Figure 1. Metal layers overlaid (run 1).
Scale: 1.5 px per µm.
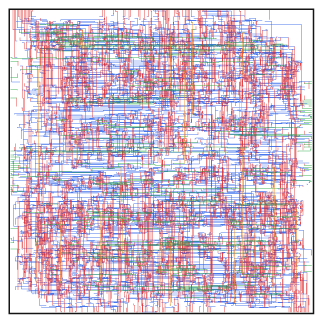
Figure 2. Routing congestion map (run 1).
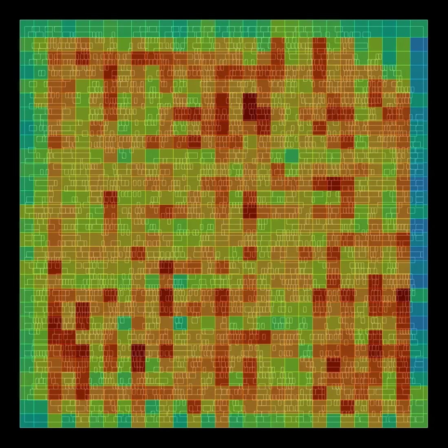
Figure 3. Metal 3 (run 1).
Scale: 1.5 px per µm. Cells faint in the background.
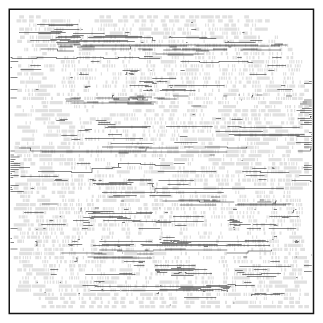
Figure 4. Clock network drawn from the DEF (run 1).
Scale: 2 px per µm.
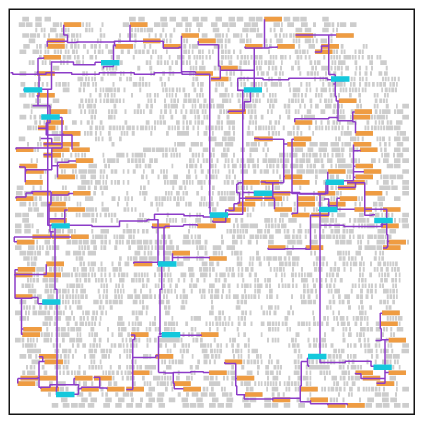
==> config.mk <==
export PLATFORM = sky130hd
export DESIGN_NAME = object_mover
export DESIGN_NICKNAME = d
export VERILOG_FILES = /design/src/rtl/mover_pkg.sv /design/src/rtl/mover_axis.sv /design/src/rtl/object_mover.sv
export SDC_FILE = /design/constraint.sdc
export NUM_CORES = 1
export LEC_CHECK = 0
export ABC_AREA = 1
export CAP_MARGIN = 10
export CORE_MARGIN = 2
export CORE_UTILIZATION = 45
export DETAILED_ROUTE_END_ITERATION = 8
export PLACE_DENSITY = 0.66
export REMOVE_ABC_BUFFERS = 1
export SLEW_MARGIN = 20
export SYNTH_ARGS = -nofsm -noshare
export SYNTH_HDL_FRONTEND = slang
export SYNTH_SLANG_ARGS = --single-unit
==> constraint.sdc <==
create_clock -name clk -period 11.88 [get_ports clk]
set_input_delay 2.376 -clock clk [delete_from_list [all_inputs] [get_ports clk]]
set_output_delay 2.376 -clock clk [all_outputs]
set_load 0.03 [all_outputs]
==> out/qor.yml, run 1 <==
pwr:
  finalPower_uw: 4880
  irDropWorstVdd_mv: 0.169
  comb_power_uw: 3590
  seq-power_uw: 720
  pwr-share-seq_pct: 14.8
  p_int_uw: 2070
  maxPowerGroup: "combinational cells"
logic_synthesis:
  synthArstFlopShare_pct: 100
  syn_area_um2: 17600
  edf_count: 0
  synth_stat.cells: 3001
  avgSynthCellArea_um2: 5.86
  synth_cells: 3001
  logic_family: "simple AND/OR/NAND/NOR gates"
  synthXorXnorAreaFrac_pct: 5.42
  ys_sh_adder_pct: 5.13
  top_cells_by_area: "nand2_1 20%, dfrtp_1 18%, nand3_1 7.6%"
  ys_sh_simple_pct: 42.4
  ys_types: 62
  common_cells: "925 x nand2_1, 351 x inv_1, 292 x nor2_1"
  mux_area_share_pct: 0.0640
drt:
  route.met3.wl_mm: 5.33
  drt_pass1_iterations: 6
  ant_nets: 0
  dr_wl_met2_mm: 26.8
worst_setup_path:
  crit_top_cell: "nand2_1"
  crit_slowest_cell: "nand2_1"
  arrival_ns: 10.02
  r2r_slack_ns: 3.23
  end_kind: "register"
  path_depth: 43
  critPathKind: "input pin to register"
cells_and_area:
  clock_tree_area_fraction_pct: 2.95
  drive_gt1_share_pct: 6.71
  logic_area_um2: 12100
  buffers: 206
  fillers: 4088
  design.seq.count: 138
  dominant_cells: "logic gates"
  syn_to_final_growth_pct: 15.1
  comb_cells: 2362
  nClkBuffers: 21
  seq_area_um2: 3470
place:
  place_area_um2: 19700
  gp_congestion: 0.959
  dp_hpwl_mm: 50.1
  port_buffers: 186
global_route:
  grt_overflow_total: 0
  antenna_found_initial: 0
  grt_pass1_vias: 18300
  grt_pass1_wl_mm: 101
floorplanning:
  rows: 72
  die_w_um: 202
  fp.dieH_um: 202
  core_um2: 38600
timing:
  slew_violations: 0
  slew_headroom_pct: 36.5
  final.setup.worst_slack_ns: 2.27
  fin_crit_ns: 9.61
  period_used_pct: 80.9
  finalSetupTns_ns: 0
  rsz0062_at_grt: "false"
clock_tree:
  post-cts-setup-buffers: 0
  cts_resized: 0
  clockBufferDepth: 2
  cts_tree: "built"
  clock-sinks: 138
  cts_made_buffers: 17
outcome:
  status: "complete, no violations"
flow_run:
  warnings: 28
min_path:
  min_path_type: "register to register"
Notes on Figure 1 above:
Key: M3 = green [wire length 5330 µm]; M2 = red [wire length 26.8 mm]; M1 = blue [wire length 30.3 mm]; M4 = orange [wire length 1440 µm]
global-route usage over all layers: 31.3%
DR WL/cell: 17.6 µm

Notes on Figure 2 above:
fin util: 52.4%
busiest grt layer: met2

Notes on Figure 3 above:
The layer holds 8.4% of the routed length. The wires run mostly horizontal. The layer carries 5330 µm of wire.
vias post-DR: 20000
GRT met3 Usage: 6.72%

Notes on Figure 4 above:
Key: clock wires = purple [length 2560 µm]; clock-net drivers = cyan [count 17]; flip-flops = orange [count 138]
Position of the flops: all over the die.
P_clk: 571 µW
Clock Power Share: 11.7%
clk_skew: 0.0105 ns
Clk Latency, worst-skew pair: 0.49 ns

run 1: placed cells by master, fill, tap and decap left out, types with 10 or more instances in the layout:
cell type        synthesis  layout
nand2_1                925     923
inv_1                  351     351
nor2_1                 292     292
nand3_1                269     269
o21ai_0                222     222
clkdlybuf4s50_1          0     184
dfrtp_1                128     128
a21oi_1                129     128
xor2_1                  84      83
ha_1                    69      69
nand4_1                 39      39
nand3_2                 32      32
o21ai_1                 28      28
nor2_2                  24      24
xnor2_1                 23      23
nand2_2                 22      23
nor3_1                  21      21
buf_4                   28      21
o22ai_1                 19      19
inv_2                   19      18
clkbuf_16                0      17
nor2_4                  16      16
o21a_1                  16      16
nand3b_1                14      14
o211ai_1                14      14
nor4_1                  11      11
dfstp_2                 10      10
a21o_1                  10      10
## Run 2: what changed since run 1
- PLACE_DENSITY: 0.66 -> 0.68
- clock period: 11.88 -> 8.6 ns (I/O delays scaled with it)
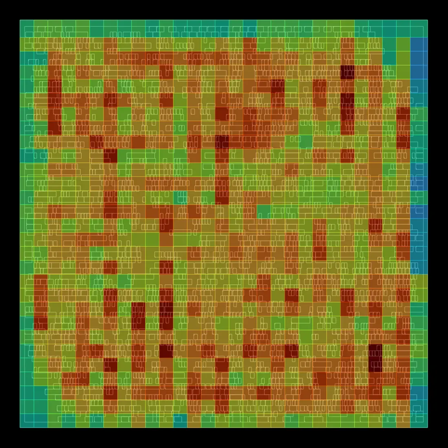
Figure 5: run 2, routing congestion map.
busiest grt layer: met1
met2 Use GR: 45.6%
DR WL/cell: 17.9 µm
global-route usage over all layers: 32.0%
fin util: 53.1%

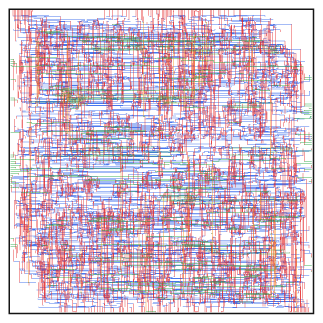
Figure 6: run 2, metal layers overlaid.
Scale: 1.5 px per µm.
Key: M4 = orange [wire length 1680 µm]; M3 = green [wire length 5380 µm]; M2 = red [wire length 26.7 mm]; M1 = blue [wire length 31.7 mm]
DRT Wirelength: 65.4 mm
vias post-DR: 20200

==> out/qor.yml, run 2 <==
outcome:
  status: "complete, no violations"
logic_synthesis:
  mux_area_share_pct: 0.0640  # unchanged
  avgSynthCellArea_um2: 5.86  # unchanged
  ys_sh_adder_pct: 5.13  # unchanged
  synth_stat.cells: 3001  # unchanged
  ys_sh_simple_pct: 42.4  # unchanged
  synthXorXnorAreaFrac_pct: 5.42  # unchanged
  synth_cells: 3001  # unchanged
  syn_area_um2: 17600  # unchanged
  ys_types: 62  # unchanged
  logic_family: "simple AND/OR/NAND/NOR gates"
  synthArstFlopShare_pct: 100  # unchanged
  edf_count: 0  # unchanged
worst_setup_path:
  r2r_slack_ns: 0.63  # -2.60 ns
  crit_slowest_cell: "or4_1"
  crit_top_cell: "nand2_1"
  critPathKind: "register to register"
  arrival_ns: 8.39  # -1.63 ns
  path_depth: 45  # +4.7%
place:
  port_buffers: 186  # unchanged
  place_area_um2: 19900  # +1.3%
  gp_congestion: 0.962  # +0.25%
pwr:
  finalPower_uw: 6780  # +39%
  p_int_uw: 2870  # +39%
  seq-power_uw: 1020  # +42%
  irDropWorstVdd_mv: 0.178  # +4.9%
  pg_clk_uw: 783  # +37%
  pwr-share-clk_pct: 11.5  # -0.2 points
  comb_power_uw: 4980  # +39%
  pwr-share-seq_pct: 15.0  # +0.2 points
  maxPowerGroup: "combinational cells"
flow_run:
  cap_violations: 0
  warnings: 28  # unchanged
global_route:
  grt_pass1_vias: 18500  # +0.84%
  grt_overflow_total: 0  # unchanged
  antenna_found_initial: 0  # unchanged
timing:
  slew_headroom_pct: 38.7  # +2.3 points
  fin_crit_ns: 7.97
  rsz0062_at_grt: "false"
  skew_ns: 0.0165  # +0.00595 ns
  period_used_pct: 92.7
  finalSetupTns_ns: 0  # unchanged
clock_tree:
  cts_made_buffers: 17  # unchanged
  cts_tree: "built"
  clk_pin_slew_worst_paths_ns: 0.07
  post-cts-setup-buffers: 0  # unchanged
  clockBufferDepth: 2  # unchanged
  cts-root-buf: "clkbuf_16"
  clock-sinks: 138  # unchanged
floorplanning:
  fp.dieH_um: 202  # unchanged
  rows: 72  # unchanged
  core_um2: 38600  # unchanged
drt:
  ant_nets: 0  # unchanged
  drt_pass1_iterations: 5  # -1
cells_and_area:
  layout_top_cells: "923 x nand2_1, 350 x inv_1, 291 x nor2_1, 269 x nand3_1, 222 x o21ai_0"
  drive_gt1_share_pct: 7.80  # +1.1 points
  fillers: 4043  # -1.1%
  seq_area_um2: 3470  # unchanged
  final_common_cell: "nand2_1"
  logic_area_um2: 12100  # +0.11%
min_path:
  min_path_type: "register to register"
[run 2: cell counts after synthesis]
Identical to the previous run, type by type.
[run 2: layout make-up]
cell class	count	share of cell area, %
clock inverter	14	0.786
tap	518	3.16
sequential	138	16.9
clock buffer	18	2.09
inverter	376	6.88
multi-input combinational	2362	59.1
timing repair buffer	235	11.1
[run 2: cells by family (layout without fill, tap and decap cells)]
kind of cell / count (synthesis) / after routing
xor+xnor: 108 / 108
compound gates: 489 / 489
mux: 1 / 1
flops: 138 / 138
buf+inv: 501 / 643
fa+ha+maj: 71 / 71
simple gates: 1693 / 1693
[run 2: routing by layer]
metal,GRT usage (%),vias to the layer above,share of wire (%)
li1,-,9956,-
met1,47.8,9434,48
met2,45.6,725,41
met3,6.11,85,8.2
met4,10.7,0,2.6
met5,0,-,0
Power is estimated from default activity; no workload was simulated.
